Design chipmunk_neg2pos_stream, sky130hd; sources not shown.
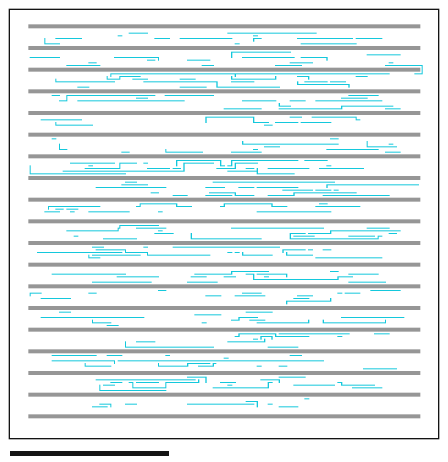
run_1/met1.png
Scale bar: 20 microns. Supply wires on this layer in grey.
The longest straight run is 35.0 microns. The wires run mostly horizontal. The layer holds 41% of the routed length. 118 nets have wire on it.
DRT Wirelength: 2610 microns
via count: 800
GR Util met1: 0.253

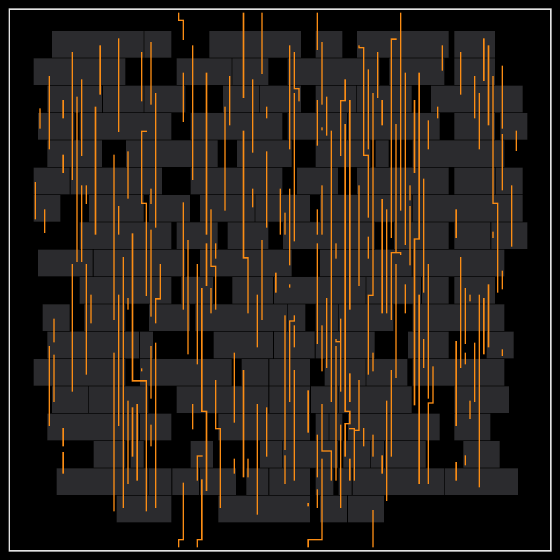
run_1/met2.png
Cells faint in the background.
The wires run mostly vertical. The layer carries 1360 microns of wire. The layer holds 52% of the routed length. 131 nets have wire on it. The longest straight run is 28.5 microns.
met2 global-route usage: 0.352

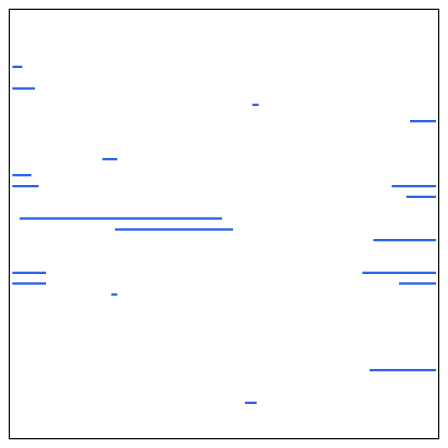
run_1/met3.png
The layer holds 3.8% of the routed length. The wires run mostly horizontal. 15 nets have wire on it. The longest straight run is 25.1 microns.
met3 Resource Use GR: 0.0583

==> results.cfg <==
; synthesis and place-and-route metrics
[yosys]
syn_area_sq_um = 1260
largest_area_cell = dfrtp_1
edf_count = 0
syn_avg_cell_area_sq_um = 14.8
flop_cell = dfrtp_1

[final_timing]
rsz0062_at_grt = true
hold_viol_final = 0
slew-limit-headroom = 0.721
finClkSkew_ns = 0.0305
finalSetupViolCount = 28
setup_ws_ns = -0.751

[finish]
comb_share = 0.327
nMultiInputCombCells = 53
n_all_inverters = 1
dominant_cells = flip-flops and latches
fin_nets = 137

[clock_tree]
clkLatencyLatePin_ns = 0.29

[routing]
antenna_left = 0

[critical_path]
crit_type = flop to flop
r2r_slack_ns = -0.75

[global_route]
grt_pass1_wl_microns = 4110
antenna_found_initial = 0

[floorplan]
io_pins = 22

[worst_hold_path]
hp-class = input port to asynchronous set/reset pin

[outcome]
violations = negative setup slack
status = finished, violations left
## run 1: cells in the final DEF (no fill, tap or decap)
cell and instances:
dfrtp_1 21, mux2_2 16, mux2_4 16, buf_4 13
clkdlybuf4s50_1 11, dfrtn_1 9, buf_6 7, clkbuf_16 5
nand2_1 3, nor2_1 2, xnor2_2 2, xor2_1 2
or2_2 1, and2_1 1, xor2_2 1, inv_4 1
nand2b_1 1, nand2_4 1, nand3_1 1, nand2_8 1
a21oi_1 1, nor2b_1 1, nor3_4 1, xnor2_1 1
ha_4 1, inv_1 1, bufinv_16 1, clkinv_1 1
buf_8 1, buf_12 1
## run 1: metal layers
layer | GRT usage | wire (microns)
met1 | 0.253 | 1080
met2 | 0.352 | 1360
met4 | 0.128 | 73
met5 | 0 | 0
met3 | 0.0583 | 99
## run 1: critical path, stage by stage (launching register included)
cell,delay (ns)
dfrtn_1,0.49
xor2_2,0.25
buf_4,0.17
nand2_4,0.05
ha_4,0.16
xnor2_2,0.12
nor2_1,0.11
xor2_1,0.14
## run 1: cell families (layout without fill, tap and decap cells)
kind of cell / Yosys count / count (layout) / share of synthesized area
adder cells (fa/ha/maj): 1 / 1 / 0.00992
AND-OR/OR-AND: 1 / 1 / 0.00396
XOR/XNOR: 6 / 6 / 0.0417
flip-flops: 30 / 30 / 0.595
buffers and inverters: 2 / 42 / 0.00595
AND/OR/NAND/NOR: 13 / 13 / 0.0576
multiplexers: 32 / 32 / 0.286
